### config.mk
export PLATFORM = sky130hd
export DESIGN_NAME = pipe_barrel_shifter
export DESIGN_NICKNAME = d
export VERILOG_FILES = /design/src/rtl/pipe_barrel_shifter.sv
export SDC_FILE = /design/constraint.sdc
export NUM_CORES = 1
export LEC_CHECK = 0
export ABC_CLOCK_PERIOD_IN_PS = 16590
export CORE_MARGIN = 4
export CORE_UTILIZATION = 55
export CTS_CLUSTER_SIZE = 30
export DETAILED_ROUTE_END_ITERATION = 16
export PLACE_DENSITY = 0.75
export SLEW_MARGIN = 20
export SYNTH_ARGS = -nofsm -noshare
export SYNTH_HDL_FRONTEND = slang
export SYNTH_SLANG_ARGS = --single-unit
### constraint.sdc
create_clock -name clk -period 16.59 [get_ports clk]
set_input_delay 3.318 -clock clk [delete_from_list [all_inputs] [get_ports clk]]
set_output_delay 3.318 -clock clk [all_outputs]
set_load 0.05 [all_outputs]
### src/rtl/pipe_barrel_shifter.sv
// Pipelined barrel shifter: one registered stage per amount bit (MSB stage first), valid/ready flow control.
// Optional sticky path enabled by defining PIPE_BARREL_SHIFTER_STICKY_EN.
module pipe_barrel_shifter #(
    parameter int WIDTH = 25,
    parameter int SHW   = 5
) (
    input  logic             clk,
    input  logic             rst,
    input  logic             in_valid,
    output logic             in_ready,
    input  logic [WIDTH-1:0] in_data,
    input  logic [SHW-1:0]   in_amt,
    input  logic [1:0]       in_mode,
    output logic             out_valid,
    input  logic             out_ready,
    output logic [WIDTH-1:0] out_data,
    output logic             out_sticky
);

    localparam logic [1:0] MODE_SLL = 2'b00;
    localparam logic [1:0] MODE_SRL = 2'b01;
    localparam logic [1:0] MODE_SRA = 2'b10;
    localparam logic [1:0] MODE_ROL = 2'b11;

    localparam logic [SHW:0] AMT_WRAP = (SHW+1)'(WIDTH);

    if (WIDTH < 2 || SHW != $clog2(WIDTH)) begin : g_param_check
        $error("pipe_barrel_shifter: requires WIDTH >= 2 and SHW == $clog2(WIDTH)");
    end

    // Every stage shift is below WIDTH because 2^(SHW-1) < WIDTH, so rotate never wraps twice.
    function automatic logic [WIDTH-1:0] shift_by(input logic [WIDTH-1:0] d,
                                                  input logic [1:0]       mode,
                                                  input int unsigned      sh);
        logic signed [WIDTH-1:0] sd;
        sd = d;
        case (mode)
            MODE_SLL: shift_by = d << sh;
            MODE_SRL: shift_by = d >> sh;
            MODE_SRA: shift_by = sd >>> sh;
            default:  shift_by = (d << sh) | (d >> (WIDTH - sh));
        endcase
    endfunction

`ifdef PIPE_BARREL_SHIFTER_STICKY_EN
    function automatic logic dropped_bits(input logic [WIDTH-1:0] d,
                                          input int unsigned      sh);
        logic [WIDTH-1:0] mask;
        mask = ~({WIDTH{1'b1}} << sh);
        dropped_bits = |(d & mask);
    endfunction
`endif

    logic           stall;
    logic           last_vld;
    logic [SHW-1:0] amt_in;

    // Rotate amounts at or above WIDTH fold back once; in_amt < 2*WIDTH always holds.
    always_comb begin
        amt_in = in_amt;
        if (in_mode == MODE_ROL && {1'b0, in_amt} >= AMT_WRAP) begin
            amt_in = SHW'({1'b0, in_amt} - AMT_WRAP);
        end
    end

    for (genvar k = 0; k < SHW; k++) begin : g_stage
        localparam int unsigned SH  = 1 << (SHW - 1 - k);
        localparam int          BIT = SHW - 1 - k;

        logic             src_vld;
        logic [WIDTH-1:0] src_data;
        logic [1:0]       src_mode;
        logic [SHW-1:0]   src_amt;

        logic             vld_q;
        logic [WIDTH-1:0] data_d;
        logic [WIDTH-1:0] data_q;
        logic [1:0]       mode_q;
        logic [SHW-1:0]   amt_q;

        if (k == 0) begin : g_src
            assign src_vld  = in_valid;
            assign src_data = in_data;
            assign src_mode = in_mode;
            assign src_amt  = amt_in;
        end else begin : g_src
            assign src_vld  = g_stage[k-1].vld_q;
            assign src_data = g_stage[k-1].data_q;
            assign src_mode = g_stage[k-1].mode_q;
            assign src_amt  = g_stage[k-1].amt_q;
        end

        always_comb begin
            data_d = src_data;
            if (src_amt[BIT]) begin
                data_d = shift_by(src_data, src_mode, SH);
            end
        end

        always_ff @(posedge clk) begin
            if (rst) begin
                vld_q <= 1'b0;
            end else if (!stall) begin
                vld_q <= src_vld;
            end
        end

        // Datapath registers carry no reset; validity alone qualifies them.
        always_ff @(posedge clk) begin
            if (!stall) begin
                data_q <= data_d;
                mode_q <= src_mode;
                amt_q  <= src_amt;
            end
        end

`ifdef PIPE_BARREL_SHIFTER_STICKY_EN
        logic src_sticky;
        logic sticky_d;
        logic sticky_q;

        if (k == 0) begin : g_stk_src
            assign src_sticky = 1'b0;
        end else begin : g_stk_src
            assign src_sticky = g_stage[k-1].sticky_q;
        end

        always_comb begin
            sticky_d = src_sticky;
            if (src_amt[BIT] && (src_mode == MODE_SRL || src_mode == MODE_SRA)) begin
                sticky_d = src_sticky | dropped_bits(src_data, SH);
            end
        end

        always_ff @(posedge clk) begin
            if (!stall) begin
                sticky_q <= sticky_d;
            end
        end
`endif
    end

    assign last_vld  = g_stage[SHW-1].vld_q;
    assign out_valid = last_vld & ~rst;
    assign stall     = out_valid & ~out_ready;
    assign in_ready  = ~stall;
    assign out_data  = out_valid ? g_stage[SHW-1].data_q : '0;

`ifdef PIPE_BARREL_SHIFTER_STICKY_EN
    assign out_sticky = out_valid & g_stage[SHW-1].sticky_q;
`else
    assign out_sticky = 1'b0;
`endif

    // Control carried out of the final stage has no consumer.
    logic unused_tail;
    assign unused_tail = ^{g_stage[SHW-1].mode_q, g_stage[SHW-1].amt_q};

endmodule

==> run summary <==
fresh numbers from the pnr run: number of enable flip-flop cells=143, highest attainable clock frequency=111 MHz, endpoint of the lowest-slack register-to-register path=g_stage[1].data_q[9], total die area=16800 µm², CTS tree=yes, Peak VDD IR=0.0000722 V, starting DRC count in detailed routing=357, maximum number of pins on one net before global-route repair=93, # nets final=829, smallest hold slack=0.417 ns, total standard cell area after synthesis=8120 µm², Hold Path Origin=g_stage[0].amt_q[2], Chip Area, Yosys=8120 µm², leakage power of the design=3.75 nW, yosys warns=0, worst relative slew slack=0.283, post-CTS repair timing setup buffer count=0, Post-CTS Hold Fix Bufs=0, start of the worst register-to-register path=g_stage[4].vld_q, GR Overflow Total=0, die y size=129 µm, cell count in the Yosys report=758, I/O pins=64, pre-CTS WS=7.60 ns, Worst Path Max Fanout=53, post-cts resize count=0, Max Slew Vio Count=0, Cell Count Post-Placement=956, share of async-settable or async-resettable flops after synthesis=0, Top FF cell, synth=edfxtp_1, capture point of the critical path=in_ready, sequential cell area fraction in the yosys report=0.541, final HPWL from detailed placement=11000 µm, Synth Instances=758, endpoint required time on the critical path=13.27 ns, crit path time final=8.99 ns, Least-Margin Pin Slew=1.07 ns, detailed-router iteration count before antenna repair=5, number of clock sinks seen by CTS=148, wire length of the first global-routing pass=25800 µm, diode insertion count for antenna repair=0, clock edge transition at the registers on the reported setup and hold paths=0.06 ns, deepest level of the CTS H-tree=4, number of cells on the worst hold path=0, worst hold path class=register to register, antenna violations before repair=0, tally of buffers added on design ports=62, final total negative setup slack=0 ns, unrepaired setup endpoints after global routing=no, std cell rows=44, number of cells on the worst reg-to-reg path=4, Area growth, synth to finish=15.6%, synthesized area per cell=10.7 µm², Seq cells post-synth=148, via count of the first global-routing pass=5307, final count of negative-setup-slack endpoints=0, width of the chip=129 µm, count of final hold-check violations=0, DR vias/cell=5.73, internal reg-to-reg setup slack=14.26 ns, number of remaining DRC errors=0, final core utilization=0.648, sort of element at the end of the critical path=output port, worst hold endpoint=g_stage[1].amt_q[2], category of the most critical setup path=input pin to output port, Final ANT Viol Nets=0, floorplan-stage core utilization=0.561, total tool warning count=27, post-layout period usage of the worst path=0.542, fillers=1095, power density over the cells=112 nW/µm², post-place instance area=8780 µm², WP data arrival=5.67 ns, run status=completed, post-layout instance count excluding filler cells=987, nets in the synthesized netlist=796, Post-Layout Inst Area=9380 µm², critical path startpoint category=input pin, count of different cell masters after synthesis=45, routability-driven placement congestion ratio=0.906, Clock Root Buffer=clkbuf_16, start point of the critical path=rst, area of the core=14500 µm²
sequential cells by signal, indices dropped and copies added, names as in the netlist:
| name | flops |
|---|---|
| g_stage.data_q | 125 |
| g_stage.mode_q | 8 |
| g_stage.amt_q | 10 |
| g_stage.vld_q | 5 |
cell usage in the layout (no fill, tap or decap), types with 2 or more instances in the layout:
cell               n
a21o_1             2
a21oi_1          132
a22o_1             8
a22oi_1           10
a31oi_1            2
and2_1            27
buf_4              9
bufinv_16          3
clkbuf_16         17
clkdlybuf4s50_1   62
clkinv_2           3
clkinv_4           4
dfxtp_1            5
edfxtp_1         143
ha_1               2
inv_1             17
mux2_2            21
mux2_4             9
mux2i_1           81
nand2_1           60
nand2b_1           7
nand3_1           19
nand4_1            2
nor2_1           100
nor2b_1           10
o21ai_0           13
o221ai_1           7
o311ai_0           2
o31ai_1            2
xnor2_2            3
per-layer routing:
metal,vias to the layer above,wire (µm),share of wire,track usage
li1,2816,-,-,-
met1,2653,5890,0.38,0.207
met2,155,8500,0.54,0.371
met3,35,736,0.047,0.0404
met4,0,483,0.031,0.0868
met5,-,0,0,0
critical path, stage by stage:
cell,delay (ns)
clkdlybuf4s50_1,0.57
nor2b_1,0.07
buf_4,0.20
nand2b_4,0.54
clkdlybuf4s50_1,0.94
where the power goes:
| group | total, mW | switching [mW] | internal [mW] | leakage, nW |
|---|---|---|---|---|
| combinational | 0.149 | 0.0769 | 0.0719 | 1.91 |
| sequential | 0.519 | 0.0421 | 0.477 | 1.55 |
| clock | 0.378 | 0.143 | 0.235 | 0.288 |
| total | 1.05 | 0.262 | 0.784 | 3.75 |
synth_stat cells (2+ instances only):
library cell / instances / share of area
nand4_1: 2 / 0.0015
buf_2: 12 / 0.0074
dfxtp_1: 5 / 0.012
o31ai_1: 2 / 0.0018
a21oi_1: 132 / 0.081
nand3_1: 19 / 0.012
and2_1: 27 / 0.021
ha_1: 2 / 0.0031
buf_1: 2 / 0.00093
inv_1: 17 / 0.0079
a22o_1: 8 / 0.0086
buf_4: 6 / 0.0055
nand2b_1: 8 / 0.0062
a31oi_1: 2 / 0.0015
o221ai_1: 7 / 0.0076
mux2_2: 21 / 0.029
clkbuf_1: 36 / 0.017
o21ai_0: 13 / 0.0080
mux2i_1: 81 / 0.10
nor2_1: 100 / 0.046
o311ai_0: 2 / 0.0022
nand2_1: 60 / 0.028
a21o_1: 2 / 0.0018
nor2b_1: 10 / 0.0077
mux2_4: 9 / 0.017
xnor2_2: 3 / 0.0060
edfxtp_1: 143 / 0.53
a22oi_1: 10 / 0.0092
kinds of logic (layout without fill, tap and decap cells):
family,Yosys count,count (layout),synth area share
AOI/OAI and AO/OA,185,185,0.131
buffers and inverters,75,120,0.0422
muxes,111,111,0.146
other,1,1,0.000462
DFF,148,148,0.541
and+or+nand+nor,232,232,0.129
xor gates and xnor gates,4,4,0.00709
adders and majority gates,2,2,0.00308
cell type report:
cell class	instances	area [µm²]	area share
clock buffer	18	429	0.0457
clock inverter	13	160	0.0171
inverter	17	63.8	0.00680
multi-input combinational	535	3410	0.363
sequential	148	4390	0.468
tap	184	230	0.0245
timing repair buffer	72	699	0.0745
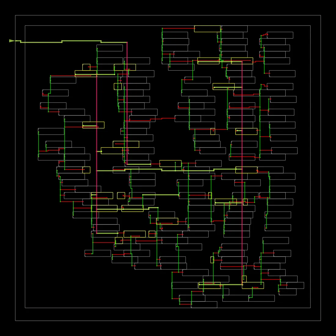
clocks.png
clkbuf count: 18
Final Skew: 0.00734 ns
clock insertion delay at the later pin of the skew report: 0.42 ns
CTS buffer count: 17

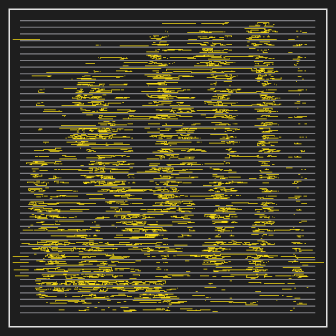
layer_met1.png
Supply wires on this layer in gray.
nets with wire on the layer = 749
main direction = horizontal
longest straight run = 25.6 µm
share of all routed wire = 38%
wire length on this layer = 5890 µm
count of vias placed by the detailed router: 5659
met1 GRT Util: 0.207
Final Routed Wirelength: 15600 µm

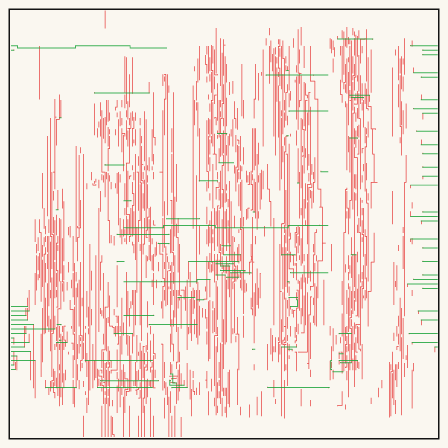
wires.png
Two of the layers only.
red -> metal 2  # wire length 8500 µm
green -> metal 3  # wire length 736 µm
wire per inst: 15.8 µm
GRT Resource Usage Total: 0.195

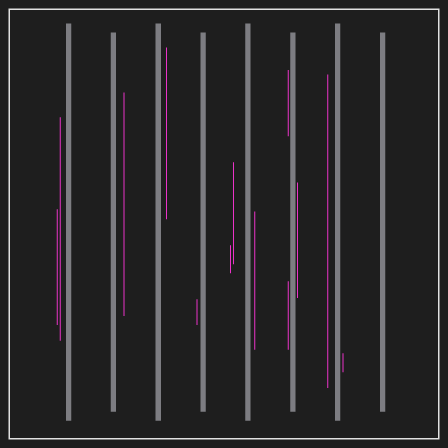
layer_met4.png
Supply wires on this layer in gray.
longest straight run = 94.5 µm
share of all routed wire = 3.1%
main direction = vertical

Power and IR drop assume default switching activity.
